run_1/metal_density.png
Scale bar: 50 um. The die is cut into 27 by 27 equal tiles; black is low, pale yellow is high, scaled to the fullest tile. Values are wire area over tile area, all layers added.
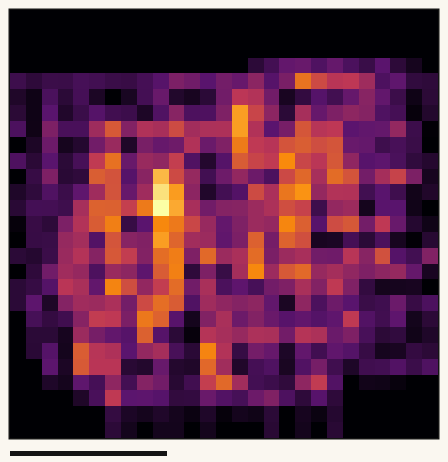
run_1/flops_by_reg.png
Other sequential cells in the stronger grey, the rest of the logic in the fainter grey.
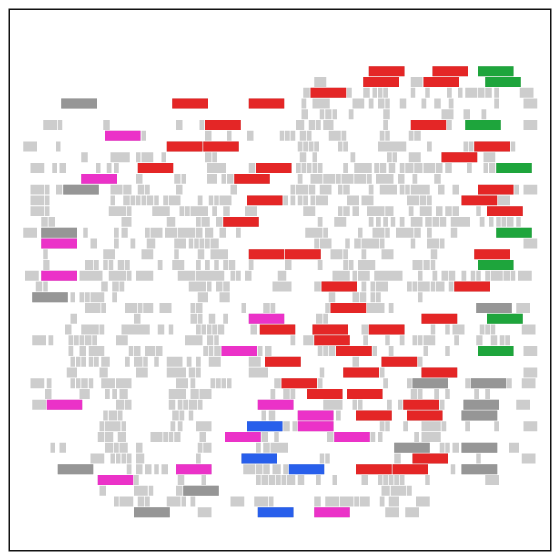
run_1/detail.png
Scale bar: 20 um. Region (9, 9) to (59, 59) um. Cells in grey, sequential cells in the stronger grey; small squares are vias.
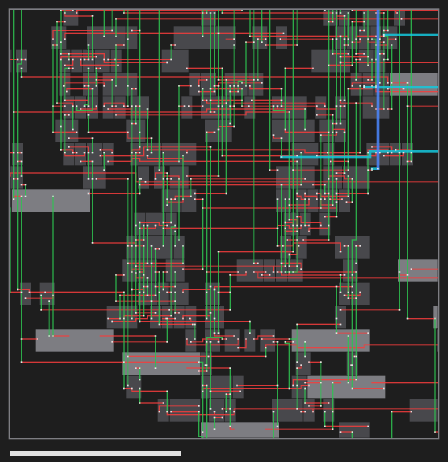
run_1/placement.png
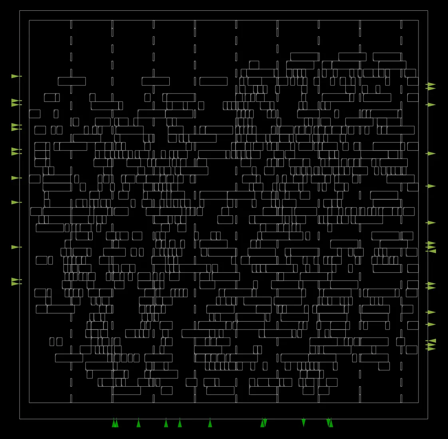
--- src/rtl/cipher_pkg.sv ---
// Shared types and round arithmetic for the stream cipher pipeline.
// Words are carried at MAXW bits and masked to the live width w.
package cipher_pkg;

    localparam int MAXW = 32;
    localparam int MAXA = 16;

    localparam logic MODE_ENC = 1'b0;
    localparam logic MODE_DEC = 1'b1;

    typedef logic [MAXW-1:0] word_t;

    typedef struct packed {
        logic             valid;
        word_t            data;
        word_t            key;
        logic             mode;
        logic             last;
        logic [MAXA-1:0]  tag;
    } stage_t;

    function automatic word_t wmask(input int w);
        if (w >= MAXW)
            return '1;
        return (word_t'(1) << w) - word_t'(1);
    endfunction

    function automatic word_t neg_w(input word_t d, input int w);
        return (~d + word_t'(1)) & wmask(w);
    endfunction

    function automatic word_t swap_halves(input word_t d, input int w);
        int    h;
        word_t m;
        h = w / 2;
        m = d & wmask(w);
        return ((m << h) | (m >> h)) & wmask(w);
    endfunction

    function automatic word_t enc_round(
        input word_t           d,
        input word_t           k,
        input logic [MAXA-1:0] t,
        input int              w
    );
        word_t s;
        s = swap_halves(neg_w(d ^ k, w), w);
        return (s + word_t'(t)) & wmask(w);
    endfunction

    // Exact inverse of enc_round for the same key and tag.
    function automatic word_t dec_round(
        input word_t           d,
        input word_t           k,
        input logic [MAXA-1:0] t,
        input int              w
    );
        word_t s;
        s = swap_halves((d - word_t'(t)) & wmask(w), w);
        return (neg_w(s, w) ^ k) & wmask(w);
    endfunction

endpackage

--- src/rtl/stream_cipher_pipe_if.sv ---
// Handshake bundle for stream_cipher_pipe: input beat channel,
// output beat channel and status; master = driver, slave = engine.
interface stream_cipher_pipe_if #(
    parameter int DATA_WIDTH = 8,
    parameter int ADDR_WIDTH = 4
);

    logic [DATA_WIDTH-1:0] key;
    logic                  in_valid;
    logic                  in_ready;
    logic [DATA_WIDTH-1:0] in_data;
    logic                  in_mode;
    logic                  in_last;
    logic                  out_valid;
    logic                  out_ready;
    logic [DATA_WIDTH-1:0] out_data;
    logic [ADDR_WIDTH-1:0] out_addr;
    logic                  out_last;
    logic                  busy;
    logic                  frame_done;

    modport master (
        output key, in_valid, in_data, in_mode, in_last, out_ready,
        input  in_ready, out_valid, out_data, out_addr, out_last,
        input  busy, frame_done
    );

    modport slave (
        input  key, in_valid, in_data, in_mode, in_last, out_ready,
        output in_ready, out_valid, out_data, out_addr, out_last,
        output busy, frame_done
    );

endinterface

--- src/rtl/cipher_round_stage.sv ---
// One registered cipher round; holds its beat while en is low.
// Ports: clk, rst_n, en, d (incoming beat), q (registered beat).
module cipher_round_stage
    import cipher_pkg::*;
#(
    parameter int DATA_WIDTH = 8
) (
    input  logic   clk,
    input  logic   rst_n,
    input  logic   en,
    input  stage_t d,
    output stage_t q
);

    stage_t nxt;

    always_comb begin
        nxt = d;
        if (d.mode == MODE_ENC)
            nxt.data = enc_round(d.data, d.key, d.tag, DATA_WIDTH);
        else
            nxt.data = dec_round(d.data, d.key, d.tag, DATA_WIDTH);
    end

    always_ff @(posedge clk or negedge rst_n) begin
        if (!rst_n)
            q <= '0;
        else if (en)
            q <= nxt;
    end

endmodule

--- src/rtl/stream_cipher_pipe.sv ---
// Pipelined byte-stream cipher: S0 capture, ROUNDS round stages, S_out.
// Ports: clk, rst_n, io (slave side: beats in, tagged beats out, status).
module stream_cipher_pipe
    import cipher_pkg::*;
#(
    parameter int DATA_WIDTH = 8,
    parameter int ADDR_WIDTH = 4,
    parameter int ROUNDS     = 2
) (
    input logic                 clk,
    input logic                 rst_n,
    stream_cipher_pipe_if.slave io
);

    logic stall;
    logic en;
    logic in_fire;
    logic out_fire;
    logic busy;

    logic [ADDR_WIDTH-1:0] tag_q;

    stage_t s0_q;
    stage_t s0_x;
    stage_t chain [ROUNDS];
    stage_t fin;
    word_t  fin_data;

    logic                  out_valid_q;
    logic [DATA_WIDTH-1:0] out_data_q;
    logic [ADDR_WIDTH-1:0] out_addr_q;
    logic                  out_last_q;
    logic                  frame_done_q;

    // A held output freezes the whole pipe, bubbles included.
    assign stall    = out_valid_q & ~io.out_ready;
    assign en       = ~stall;
    assign in_fire  = io.in_valid & en;
    assign out_fire = out_valid_q & io.out_ready;

    always_ff @(posedge clk or negedge rst_n) begin
        if (!rst_n)
            tag_q <= '0;
        else if (in_fire)
            tag_q <= io.in_last ? '0 : tag_q + 1'b1;
    end

    always_ff @(posedge clk or negedge rst_n) begin
        if (!rst_n) begin
            s0_q <= '0;
        end else if (en) begin
            s0_q.valid <= io.in_valid;
            s0_q.data  <= word_t'(io.in_data);
            s0_q.key   <= word_t'(io.key);
            s0_q.mode  <= io.in_mode;
            s0_q.last  <= io.in_last;
            s0_q.tag   <= MAXA'(tag_q);
        end
    end

    // Decrypt undoes the final XOR before the first round.
    always_comb begin
        s0_x = s0_q;
        if (s0_q.mode == MODE_DEC)
            s0_x.data = s0_q.data ^ s0_q.key;
    end

    for (genvar g = 0; g < ROUNDS; g++) begin : g_rnd
        stage_t d;
        if (g == 0) begin : g_first
            assign d = s0_x;
        end else begin : g_next
            assign d = chain[g-1];
        end
        cipher_round_stage #(
            .DATA_WIDTH (DATA_WIDTH)
        ) u_rnd (
            .clk   (clk),
            .rst_n (rst_n),
            .en    (en),
            .d     (d),
            .q     (chain[g])
        );
    end

    assign fin      = chain[ROUNDS-1];
    assign fin_data = (fin.mode == MODE_ENC) ? fin.data ^ fin.key
                                             : fin.data;

    always_ff @(posedge clk or negedge rst_n) begin
        if (!rst_n) begin
            out_valid_q <= 1'b0;
            out_data_q  <= '0;
            out_addr_q  <= '0;
            out_last_q  <= 1'b0;
        end else if (en) begin
            out_valid_q <= fin.valid;
            out_data_q  <= DATA_WIDTH'(fin_data);
            out_addr_q  <= ADDR_WIDTH'(fin.tag);
            out_last_q  <= fin.last;
        end
    end

    always_ff @(posedge clk or negedge rst_n) begin
        if (!rst_n)
            frame_done_q <= 1'b0;
        else
            frame_done_q <= out_fire & out_last_q;
    end

    always_comb begin
        busy = s0_q.valid | out_valid_q;
        for (int i = 0; i < ROUNDS; i++)
            busy = busy | chain[i].valid;
    end

    assign io.in_ready   = en;
    assign io.out_valid  = out_valid_q;
    assign io.out_data   = out_data_q;
    assign io.out_addr   = out_addr_q;
    assign io.out_last   = out_last_q;
    assign io.busy       = busy;
    assign io.frame_done = frame_done_q;

endmodule

--- src/flat_wrapper.sv ---
// flat-port wrapper written by rule: the top's interface ports become plain ports
module stream_cipher_pipe_flat import cipher_pkg::*;
#(
    parameter int DATA_WIDTH = 8,
    parameter int ADDR_WIDTH = 4,
    parameter int ROUNDS     = 2
)
  (clk, rst_n, io_key, io_in_valid, io_in_data, io_in_mode, io_in_last, io_out_ready, io_in_ready, io_out_valid, io_out_data, io_out_addr, io_out_last, io_busy, io_frame_done);
  stream_cipher_pipe_if #(.DATA_WIDTH(DATA_WIDTH), .ADDR_WIDTH(ADDR_WIDTH)) io_i ();
  input logic clk;
  input logic rst_n;
  input wire logic [$bits(io_i.key)-1:0] io_key;
  input wire logic [$bits(io_i.in_valid)-1:0] io_in_valid;
  input wire logic [$bits(io_i.in_data)-1:0] io_in_data;
  input wire logic [$bits(io_i.in_mode)-1:0] io_in_mode;
  input wire logic [$bits(io_i.in_last)-1:0] io_in_last;
  input wire logic [$bits(io_i.out_ready)-1:0] io_out_ready;
  output wire logic [$bits(io_i.in_ready)-1:0] io_in_ready;
  output wire logic [$bits(io_i.out_valid)-1:0] io_out_valid;
  output wire logic [$bits(io_i.out_data)-1:0] io_out_data;
  output wire logic [$bits(io_i.out_addr)-1:0] io_out_addr;
  output wire logic [$bits(io_i.out_last)-1:0] io_out_last;
  output wire logic [$bits(io_i.busy)-1:0] io_busy;
  output wire logic [$bits(io_i.frame_done)-1:0] io_frame_done;
  assign io_i.key = io_key;
  assign io_i.in_valid = io_in_valid;
  assign io_i.in_data = io_in_data;
  assign io_i.in_mode = io_in_mode;
  assign io_i.in_last = io_in_last;
  assign io_i.out_ready = io_out_ready;
  assign io_in_ready = io_i.in_ready;
  assign io_out_valid = io_i.out_valid;
  assign io_out_data = io_i.out_data;
  assign io_out_addr = io_i.out_addr;
  assign io_out_last = io_i.out_last;
  assign io_busy = io_i.busy;
  assign io_frame_done = io_i.frame_done;
  stream_cipher_pipe #(.DATA_WIDTH(DATA_WIDTH), .ADDR_WIDTH(ADDR_WIDTH), .ROUNDS(ROUNDS)) u_core (.clk(clk), .rst_n(rst_n), .io(io_i));
endmodule
--- config.mk ---
export PLATFORM = sky130hd
export DESIGN_NAME = stream_cipher_pipe_flat
export DESIGN_NICKNAME = d
export VERILOG_FILES = /design/src/rtl/cipher_pkg.sv /design/src/rtl/stream_cipher_pipe_if.sv /design/src/rtl/cipher_round_stage.sv /design/src/rtl/stream_cipher_pipe.sv /design/src/flat_wrapper.sv
export SDC_FILE = /design/constraint.sdc
export NUM_CORES = 1
export LEC_CHECK = 0
export ABC_AREA = 1
export CAP_MARGIN = 20
export CORE_MARGIN = 3
export CORE_UTILIZATION = 32
export CTS_BUF_LIST = sky130_fd_sc_hd__clkbuf_8
export DETAILED_ROUTE_END_ITERATION = 8
export PLACE_DENSITY = 0.5
export SLEW_MARGIN = 20
export SYNTH_ARGS = -nofsm -noshare
export SYNTH_HDL_FRONTEND = slang
export SYNTH_SLANG_ARGS = --single-unit
--- constraint.sdc ---
create_clock -name clk -period 4.5 [get_ports clk]
set_input_delay 0.9 -clock clk [delete_from_list [all_inputs] [get_ports clk]]
set_output_delay 0.9 -clock clk [all_outputs]
set_load 0.02 [all_outputs]
==> impl_metrics.csv, run 1 <==
group,metric,value,unit
clock_network,ctsHoldBuffers,0,
global_route,grt_max_degree,90,
timing,finalCritPeriodShare,78.45,%
synth,ys_seq_elements,88,
cells_and_area,antennaDiodeCount,0,
worst_setup_path,r2r-end,"u_core.g_rnd[0].u_rnd.q[57]$_DFFE_PN0N_",
worst_setup_path,start_kind,"register",
synth,flop_cell,"dfrtp_1",
route,drt-initial-drc-count,258,
route,ant_nets,0,
place,placedCellCount,955,
global_route,grt_pass1_vias,4516,
run,maxCapViolations,0,
power_and_ir_drop,clockPowerShare,10.8,%
worst_setup_path,r2r_start,"u_core.g_rnd[0].d[17]$_DFFE_PN0N_",
power_and_ir_drop,leakage,3.013,nW
synth,synth-area-yosys,5453,um2
worst_setup_path,crit_path_end_kind,"register",
power_and_ir_drop,p_switching,2.469,mW
worst_setup_path,cp.required,4.76,ns
worst_setup_path,crit_path_end,"u_core.g_rnd[0].u_rnd.q[57]$_DFFE_PN0N_",
synth,ys_top_logic_family,"simple AND/OR/NAND/NOR gates",
clock_network,clockBufferDepth,2,
synth,aoi_share,10.53,%
worst_setup_path,startpoint,"u_core.g_rnd[0].d[17]$_DFFE_PN0N_",
die,fp_util,32.76,%
synth,mux_share,0,%
power_and_ir_drop,p_comb_share,60.2,%
hold_path,hp-class,"reg2reg",
route,wl_per_cell,13.80,um
die,die_width,136.5,um
outcome,status,"finished, final reports clean",
timing,clock_skew,0.01604,ns
clock_network,cts-resized-gates,0,
synth,ys_sh_adder,6.976,%
cells_and_area,finish.net_count,796,
cells_and_area,layout-drive-gt1-share,7.324,%
synth,synth_nets,764,
timing,slew_headroom,47.40,%
power_and_ir_drop,p_seq_share,29.0,%
route,detailroute.via_count,4440,
worst_setup_path,rr_worst_depth,21,
synth,yosysWarnings,0,
power_and_ir_drop,irDropWorstVdd,279.8,uV
clock_network,cts_tree,"yes",
power_and_ir_drop,finalPower,4.993,mW
die,ioPinCount,39,
worst_setup_path,arrival,3.79,ns
die,die_y,136.5,um
clock_network,post-cts-setup-buffer-count,0,
synth,syn_area,5453,um2
timing,slew_violations,0,
global_route,antenna_found_initial,0,
timing,setup_viol,0,
timing,finalSetupTns,0,ns
worst_setup_path,critPathMaxFanout,11,
timing,grt_setup_unrepaired,"no",
global_route,track_usage,15.64,%
global_route,grt-ovfl-total,0,
synth,top_cells_by_count,"nand2_1, dfrtp_1, inv_1, o21ai_0, nand3_1",
clock_network,cts_buffers,9,
synth,async_flop_share,100.0,%
place,dpl_cell_area,6055,um2
clock_network,worstSkewPairLatency,0.38,ns
timing,tightest_slew,0.7890,ns
die,row_count,47,
worst_setup_path,worstSetupPathType,"reg2reg",
clock_network,cts.clk_slew.worst_paths,0.10,ns
timing,hold_viol,0,
synth,synthXorXnorAreaFrac,8.169,%
synth,avgSynthCellArea,7.637,um2
cells_and_area,utilization,37.51,%
synth,ys_cells,714,
synth,edf_count,0,
About metal_density.png:
nearly empty tiles = 22%
tiles over half the peak = 13%
mean over tiles = 0.11
fullest tile = 0.46
densest ninth of the die = centre
emptiest ninth of the die = north-west

About flops_by_reg.png:
blue -> u_core.tag_q  # sequential cells 4, where south
magenta -> u_core.g_rnd.d  # sequential cells 15
red -> u_core.g_rnd.u_rnd.q  # sequential cells 46
green -> u_core.io.out_data  # sequential cells 8
not coloured = 15

About detail.png:
blue -> metal 4
green -> metal 2
cyan -> metal 3
red -> metal 1
sequential cells in the window = 8
netlist names of flops here include = u_core.g_rnd.d (5), u_core.s0_q (3)
cells with their middle in the window = 149
most frequent = nand2_1 (41), inv_1 (16), nand3_1 (16)

About placement.png:
registers: 88
Filler cells: 1,745

run 1: cell usage in the layout (no fill, tap or decap), drive strengths merged, types with 8 or more instances in the layout:
master / count
a21oi: 22
clkbuf: 10
clkdlybuf4s50: 37
dfrtp: 88
ha: 24
inv: 83
nand2: 230
nand3: 44
nand4: 8
nor2: 42
o21ai: 78
xnor2: 14
xor2: 36
run 1: metal layers:
layer  GRT usage, %  routed length [um]  vias to the layer above  share of wire [%]
met4          4.591                 223                        0                1.7
met1          20.64                6326                     2018                 47
li1               -                   -                     2328                  -
met2          25.52                6288                       76                 47
met3          3.787                 564                       18                4.2
met5              0                   0                        -                  0
run 1: critical path: stages (launching register included):
cell and delay (ns):
dfrtp_1 0.61, nand2_1 0.12, xor2_1 0.30, nand2_1 0.10, o21ai_1 0.20, ha_1 0.22
nand2_1 0.10, nor4_1 0.31, xor2_1 0.26, ha_1 0.29, a21oi_1 0.13, nand2_1 0.08
nand2_1 0.09, nand2_1 0.06, nand2_1 0.10, nor2_1 0.05, nand3_1 0.07, inv_1 0.04
nand2_1 0.06, nand3_1 0.06, nand2_1 0.10, a21oi_2 0.06
run 1: power groups by stage:
stage          registers, mW  logic [mW]  clock network (mW)
3_5_place_dp            1.47        3.03                   0
3_3_place_gp            1.46        2.99                   0
4_1_cts                 1.45        3.05               0.571
5_1_grt                 1.49        3.47               0.600
6_report                1.45        3.01               0.538
2_1_floorplan           1.42        2.25                   0
run 1: registers in the layout (all words and copies together), names as in the netlist:
register	cells
u_core.s0_q	8
u_core.io.out_addr	4
u_core.g_rnd.u_rnd.q	46
u_core.io.out_valid	1
u_core.io.out_data	8
u_core.io.out_last	1
u_core.io.frame_done	1
u_core.g_rnd.d	15
u_core.tag_q	4
run 1: worst min-delay path by stage:
stage,startpoint,end,slack [ns],cells after the start
6_report,u_core.g_rnd[1].u_rnd.q[0]$_DFFE_PN0N_,u_core.io.out_addr[0]$_DFFE_PN0N_,0.48,2
5_1_grt,u_core.g_rnd[1].u_rnd.q[0]$_DFFE_PN0N_,u_core.io.out_addr[0]$_DFFE_PN0N_,0.51,2
4_1_cts,u_core.g_rnd[0].d[16]$_DFFE_PN0N_,u_core.g_rnd[0].u_rnd.q[16]$_DFFE_PN0N_,0.49,2
3_5_place_dp,u_core.g_rnd[1].u_rnd.q[2]$_DFFE_PN0N_,u_core.io.out_addr[2]$_DFFE_PN0N_,0.46,2
3_3_place_gp,u_core.g_rnd[0].d[16]$_DFFE_PN0N_,u_core.g_rnd[0].u_rnd.q[16]$_DFFE_PN0N_,0.46,2
2_1_floorplan,u_core.g_rnd[0].d[16]$_DFFE_PN0N_,u_core.g_rnd[0].u_rnd.q[16]$_DFFE_PN0N_,0.44,2
run 1: final cells by class:
cell class,instances,area share (%)
sequential,88,35.28
timing repair buffer,42,6.534
clock inverter,6,0.8018
multi-input combinational,524,45.90
tap,220,4.410
inverter,81,4.871
clock buffer,10,2.205
--- run 2 (diff from run 1) ---
--- a/config.mk
+++ b/config.mk
@@ -11,7 +11,7 @@
 export CORE_UTILIZATION = 32
 export CTS_BUF_LIST = sky130_fd_sc_hd__clkbuf_8
 export DETAILED_ROUTE_END_ITERATION = 8
-export PLACE_DENSITY = 0.5
+export PLACE_DENSITY = 0.51
 export SLEW_MARGIN = 20
 export SYNTH_ARGS = -nofsm -noshare
 export SYNTH_HDL_FRONTEND = slang
==> constraint.sdc (replaced) <==
create_clock -name clk -period 3 [get_ports clk]
set_input_delay 0.6 -clock clk [delete_from_list [all_inputs] [get_ports clk]]
set_output_delay 0.6 -clock clk [all_outputs]
set_load 0.02 [all_outputs]
run_2/flops_by_reg.png
Other sequential cells in the stronger grey, the rest of the logic in the fainter grey.
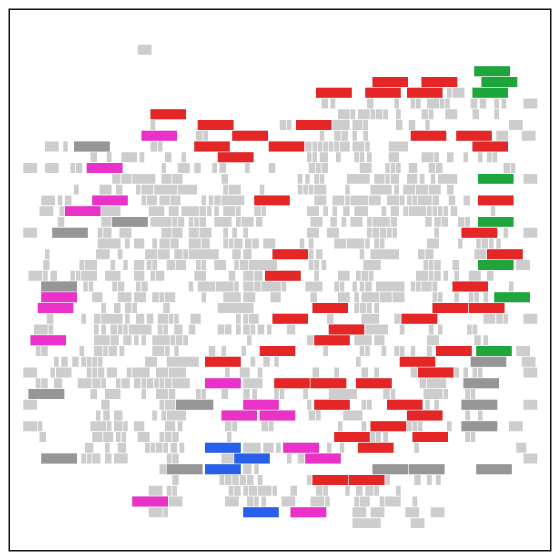
red -> u_core.g_rnd.u_rnd.q  # sequential cells 46
magenta -> u_core.g_rnd.d  # sequential cells 15
blue -> u_core.tag_q  # sequential cells 4, where south
green -> u_core.io.out_data  # sequential cells 8
Util after Layout: 39.91%
register area: 2203 um2
fraction of area in registers: 33.18%
Power Sequential: 2.14 mW

==> impl_metrics.csv, run 2 <==
group,metric,value,unit
clock_network,cts.sinks,88,
die,die_y,136.5,um
synth,edf_count,0,
route,wl_met3,447,um
worst_setup_path,cpMostUsedCell,"nand2_1",
worst_setup_path,arrival,3.25,ns
clock_network,ctsHoldBuffers,0,
worst_setup_path,cp.required,3.30,ns
route,wl_met1,6.443,mm
place,portBuffers,38,
global_route,grt_pass1_wl,23.21,mm
synth,synth.distinct_cells,38,
synth,synth_seq_share,40.39,%
worst_setup_path,crit_family,"simple AND/OR/NAND/NOR gates",
route,ant_nets,0,
place,place_ws,0.004586,ns
global_route,track_usage,15.88,%
timing,hold_viol,0,
global_route,grt_max_degree,90,
synth,top_area_share,40.39,%
timing,tightest_slew,0.8022,ns
power_and_ir_drop,finalPower,8.000,mW
cells_and_area,regMostFlops,"u_core.g_rnd.u_rnd.q",
clock_network,cts_buffers,9,
timing,grt_setup_unrepaired,"yes",
synth,synth_cells,714,
place,dpl.hpwl,10.07,mm
timing,slew_headroom,46.52,%
global_route,grt_pass1_vias,4611,
route,drt-initial-drc-count,259,
die,die_width,136.5,um
timing,period_needed,2.944,ns
route,wl_met2,6.477,mm
worst_setup_path,cp_slowest_stage_delay,0.41,ns
synth,syn_area,5453,um2
run,maxCapViolations,0,
synth,synth-area-yosys,5453,um2
synth,synth_dominant_cell_count,"nand2_1",
route,detailroute.via_count,4619,
worst_setup_path,worstSetupPathType,"reg2reg",
cells_and_area,lay_top_cells,"nand2_1, dfrtp_1, inv_1, o21ai_0, nand3_1",
clock_network,cts_tree,"yes",
worst_setup_path,rr_worst_depth,19,
timing,fmax,0.3397,GHz
synth,flop_cell,"dfrtp_1",
cells_and_area,layout-drive-gt1-share,14.98,%
worst_setup_path,crit_path_end_kind,"register",
cells_and_area,finish.net_count,826,
synth,async_flop_share,100.0,%
route,first_pass_iters,7,
worst_setup_path,critPathMaxFanout,8,
timing,finalCritPeriodShare,98.13,%
clock_network,clockBufferDepth,2,
power_and_ir_drop,irDropWorstVdd,371.1,uV
cells_and_area,lay_top_count,"nand2_1",
clock_network,cts.clk_slew.worst_paths,0.09,ns
route,drt-total-wl,13.59,mm
route,top_layer,"met4",
route,avgViaCountPerCell,4.614,
global_route,grt-ovfl-total,0,
die,fp_util,32.76,%
die,row_count,47,
timing,slew_violations,0,
run,warnings,30,
synth,ys_seq_elements,88,
die,chip_area,18640,um2
worst_setup_path,critPathSlowestCell,"dfrtp_1",
route,wl_per_cell,13.58,um
synth,avgSynthCellArea,7.637,um2
power_and_ir_drop,power_density,1205,nW/um2
timing,setup_viol,0,
worst_setup_path,path_depth,19,
synth,ys_cells,714,
synth,yosysWarnings,0,
die,coreArea,16640,um2
timing,clock_skew,0.01438,ns
worst_setup_path,rrSetupSlack,0.06,ns
synth,synth_nets,764,
worst_setup_path,path_buffers,2,
cells_and_area,areaGrowthSynthToFinish,21.80,%
timing,whs,0.2657,ns
clock_network,h-tree-depth,3,
worst_setup_path,start_kind,"register",
cells_and_area,antennaDiodeCount,0,
global_route,antenna_found_initial,0,
power_and_ir_drop,leakage,3.198,nW
timing,setup_ws,0.05619,ns
worst_setup_path,cp_cell_sequence,"buf_6 -> nand2_4 -> xor2_2 -> nand2_1 -> nand2_2 -> nand4_1 -> or2_4 -> nor2_2 -> nand2_1 -> xor2_1 -> ha_1 -> nand2_1 -> nand2_1 -> a31oi_1 -> inv_1 -> nand2_1 -> xor2_1 -> o21ai_1 -> a21oi_1",
cells_and_area,largest_reg_flops,46,
hold_path,hp-class,"in2async",
synth,top_area_cell,"dfrtp_1",
clock_network,cts-root-buf,"clkbuf_8",
synth,top_cells_by_count,"nand2_1, dfrtp_1, inv_1, o21ai_0, nand3_1",
outcome,status,"finished, final reports clean",
clock_network,worstSkewPairLatency,0.38,ns
route,drc,0,
synth,area_leaders,"dfrtp_1, nand2_1, o21ai_0",
place,place_congestion,0.8898,
die,ioPinCount,39,
run 2: cell families after synthesis:
family                   synth area share [%]
AND/OR/NAND/NOR                         26.73
AND-OR/OR-AND                           10.53
buffers and inverters                   7.205
flip-flops                              40.39
XOR/XNOR                                8.169
adder cells (fa/ha/maj)                 6.976
run 2: timing repair:
item | CTS | global route
buffers inserted | 0 | 6
setup endpoints to repair | 1 | 11
pin swaps | 0 | 18
resized | 1 | 41
run 2: per-stage QoR:
step	cell area, um2	setup TNS [ns]	instances
after global routing	6641	-0.6403	1001
after CTS	6449	0	995
after floorplan	5453	0	714
final	6641	0	1001
after detailed placement	6260	0	979
after global placement	6260	0	979
run 2: final cells by class:
type | count | area (um2)
fillers | 1715 | 10000
multi-input cells | 524 | 3010
flip-flops and latches | 88 | 2203
repair buffers | 72 | 665.6
inverters | 81 | 304.0
well taps | 220 | 275.3
clock buffers | 10 | 137.6
clock inverters | 6 | 45.04
run 2: worst paths after layout:
path	startpoint	to
max	u_core.g_rnd[0].d[17]$_DFFE_PN0N_	u_core.g_rnd[0].u_rnd.q[56]$_DFFE_PN0N_
min	rst_n	u_core.io.out_valid$_DFFE_PN0N_
max reg2reg	u_core.g_rnd[0].d[17]$_DFFE_PN0N_	u_core.g_rnd[0].u_rnd.q[56]$_DFFE_PN0N_
min reg2reg	u_core.g_rnd[1].u_rnd.q[1]$_DFFE_PN0N_	u_core.io.out_addr[1]$_DFFE_PN0N_
max in group asynchronous	rst_n	u_core.g_rnd[0].d[21]$_DFFE_PN0N_
min in group clk	u_core.g_rnd[1].u_rnd.q[1]$_DFFE_PN0N_	u_core.io.out_addr[1]$_DFFE_PN0N_
run 2: report_power, final:
group / total (mW) / leakage, nW / switching, mW / internal, mW
sequential: 2.14 / 1.08 / 0.455 / 1.69
combinational: 5.08 / 2.02 / 2.96 / 2.11
clock: 0.781 / 0.0903 / 0.455 / 0.326
run 2: per-layer routing:
layer  GRT usage, %  vias up
met3          3.603       15
met4          4.871        0
li1               -     2384
met2          25.93       79
met5              0        -
met1          21.00     2141
--- run 3 (diff from run 2) ---
--- a/config.mk
+++ b/config.mk
@@ -12,7 +12,7 @@
 export CTS_BUF_LIST = sky130_fd_sc_hd__clkbuf_8
 export DETAILED_ROUTE_END_ITERATION = 8
 export PLACE_DENSITY = 0.51
-export SLEW_MARGIN = 20
+export REMOVE_ABC_BUFFERS = 1
 export SYNTH_ARGS = -nofsm -noshare
 export SYNTH_HDL_FRONTEND = slang
 export SYNTH_SLANG_ARGS = --single-unit
run_3/placement.png
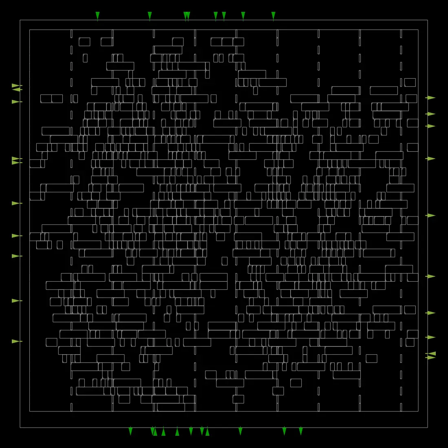
Final Instance Count excl. Fillers: 1,001
fraction of area in registers: 33.07%
Filler cells: 1,753

==> impl_metrics.csv, run 3 <==
group,metric,value,unit
outcome,status,"finished, violations left",
outcome,violations,"negative setup slack",
route,detailroute.via_count,4633,
worst_setup_path,cp.required,3.32,ns
cells_and_area,areaGrowthSynthToFinish,22.19,%
die,ioPinCount,39,
cells_and_area,largest_reg_flops,46,
cells_and_area,layout-drive-gt1-share,14.72,%
clock_network,h-tree-depth,3,
timing,tightest_slew,0.8001,ns
worst_setup_path,cp_slowest_stage_delay,0.43,ns
synth,flop_cell,"dfrtp_1",
route,drc,0,
global_route,grt_max_degree,89,
clock_network,cts_buffers,9,
synth,top_cells_by_count,"nand2_1, dfrtp_1, inv_1, o21ai_0, nand3_1",
worst_setup_path,rr_worst_depth,18,
worst_setup_path,rrSetupSlack,-0.000002,ns
synth,syn_area,5453,um2
timing,slew_headroom,46.66,%
route,ant_nets,0,
worst_setup_path,r2r-end,"u_core.g_rnd[0].u_rnd.q[55]$_DFFE_PN0N_",
global_route,grt-ovfl-total,0,
worst_setup_path,worstSetupPathType,"reg2reg",
route,drt-initial-drc-count,246,
die,chip_area,18640,um2
timing,setup_ws,-0.000002442,ns
synth,synth_dominant_cell_count,"nand2_1",
global_route,grt_pass1_wl,22.60,mm
synth,top_area_share,40.39,%
place,dpl_cell_area,6230,um2
power_and_ir_drop,leakage,3.199,nW
synth,ys_seq_elements,88,
power_and_ir_drop,irDropWorstVdd,346.5,uV
cells_and_area,lay_top_cells,"nand2_1, dfrtp_1, inv_1, o21ai_0, nand3_1",
timing,fmax,0.3333,GHz
place,place_ws,0.01647,ns
die,row_count,47,
clock_network,worstSkewPairLatency,0.39,ns
worst_setup_path,crit_path_end_kind,"register",
synth,synth_cells,714,
timing,whs,0.1780,ns
route,wl_per_cell,13.92,um
cells_and_area,regMostFlops,"u_core.g_rnd.u_rnd.q",
run,warnings,29,
cells_and_area,design_area,6663,um2
cells_and_area,finish.net_count,826,
timing,clock_skew,0.01068,ns
timing,slew_violations,0,
synth,async_flop_share,100.0,%
synth,synth-area-yosys,5453,um2
worst_setup_path,start_kind,"register",
synth,area_leaders,"dfrtp_1, nand2_1, o21ai_0",
timing,hold_viol,0,
route,first_pass_iters,5,
clock_network,cts-root-buf,"clkbuf_8",
cells_and_area,utilization,40.03,%
synth,edf_count,0,
place,dpl.hpwl,10.18,mm
clock_network,clockBufferDepth,2,
clock_network,cts_tree,"yes",
timing,setup_viol,1,
timing,finalCritPeriodShare,100.0,%
timing,finalSetupTns,-0.000002442,ns
hold_path,hp-class,"in2async",
worst_setup_path,critPathSlowestCell,"dfrtp_1",
timing,grt_setup_unrepaired,"yes",
clock_network,cts.sinks,88,
cells_and_area,antennaDiodeCount,0,
synth,ys_cells,714,
route,drt-total-wl,13.93,mm
die,coreArea,16640,um2
synth,avgSynthCellArea,7.637,um2
worst_setup_path,critPathMaxFanout,4,
die,fp_util,32.76,%
die,die_width,136.5,um
clock_network,cts.clk_slew.worst_paths,0.10,ns
global_route,track_usage,15.47,%
route,avgViaCountPerCell,4.628,
power_and_ir_drop,power_density,1211,nW/um2
worst_setup_path,cp_cell_sequence,"nand2_1 -> xor2_1 -> nand2_1 -> o21ai_2 -> ha_1 -> nand2_2 -> nor4_4 -> xor2_1 -> ha_1 -> a21oi_1 -> nand2_2 -> nand2_1 -> nand2_1 -> nand2_2 -> buf_4 -> xor2_1 -> o21ai_0 -> a21oi_1",
timing,period_needed,3.000,ns
synth,yosysWarnings,0,
synth,synth_seq_share,40.39,%
run,maxCapViolations,0,
cells_and_area,lay_top_count,"nand2_1",
die,die_y,136.5,um
worst_setup_path,arrival,3.32,ns
worst_setup_path,cpMostUsedCell,"nand2_1",
place,portBuffers,38,
run 3: logic make-up after synthesis:
logic type,synth area share (%)
buf+inv,7.205
simple gates,26.73
xor+xnor,8.169
flops,40.39
fa+ha+maj,6.976
compound gates,10.53
run 3: through the flow:
stage               power [mW]  std cells
CTS                      7.803        991
global route             8.918       1001
global placement         6.875        975
detailed placement       6.944        975
floorplan                5.476        693
finish                   8.066       1001
run 3: worst max-delay path: cells and delay by family, from the launching register on:
kind                       cells  cell delay (ns)
AOI/OAI and AO/OA              4             0.55
xor gates and xnor gates       3             0.60
adders and majority gates      2             0.49
buffers and inverters          1             0.10
DFF                            1             0.43
and+or+nand+nor                8             0.75
run 3: layer usage:
layer  routed length (um)  GRT usage [%]
met5                    0              0
met1                 6451          20.35
met4                  262          6.551
met3                  553          3.088
met2                 6663          24.81
run 3: layout make-up:
cell class / instances / area, um2 / area share [%]
clock inverters: 7 / 55.05 / 0.8263
well taps: 220 / 275.3 / 4.131
inverters: 81 / 304.0 / 4.563
multi-input cells: 524 / 3028 / 45.45
clock buffers: 9 / 123.9 / 1.859
flip-flops and latches: 88 / 2203 / 33.07
repair buffers: 72 / 673.1 / 10.10
run 3: power by group:
part	internal [mW]	leakage, nW	switching, mW
Sequential	1.69	1.08	0.449
Combinational	2.15	2.03	2.98
Clock	0.308	0.0862	0.495
Total	4.14	3.20	3.93
run 3: worst max path at each step:
stage,start,to,slack (ns),cells past startpoint
floorplan,io_out_ready,u_core.g_rnd[0].u_rnd.q[52]$_DFFE_PN0N_,-2.73,5
global route,u_core.g_rnd[0].d[17]$_DFFE_PN0N_,u_core.g_rnd[0].u_rnd.q[55]$_DFFE_PN0N_,-0.19,19
finish,u_core.g_rnd[0].d[17]$_DFFE_PN0N_,u_core.g_rnd[0].u_rnd.q[55]$_DFFE_PN0N_,-0.000002,18
CTS,u_core.g_rnd[0].d[17]$_DFFE_PN0N_,u_core.g_rnd[0].u_rnd.q[56]$_DFFE_PN0N_,0.02,16
global placement,u_core.g_rnd[0].d[19]$_DFFE_PN0N_,u_core.g_rnd[0].u_rnd.q[57]$_DFFE_PN0N_,0.06,21
detailed placement,u_core.g_rnd[0].d[19]$_DFFE_PN0N_,u_core.g_rnd[0].u_rnd.q[57]$_DFFE_PN0N_,0.02,20
run 3: timing repair:
| item | CTS | global route |
|---|---|---|
| buffers inserted | 0 | 10 |
| gates resized | 1 | 39 |
| pin swaps | 0 | 22 |
| endpoints found under the setup margin | 1 | 10 |
No activity file was given, so power comes from the tool's default toggle rates.
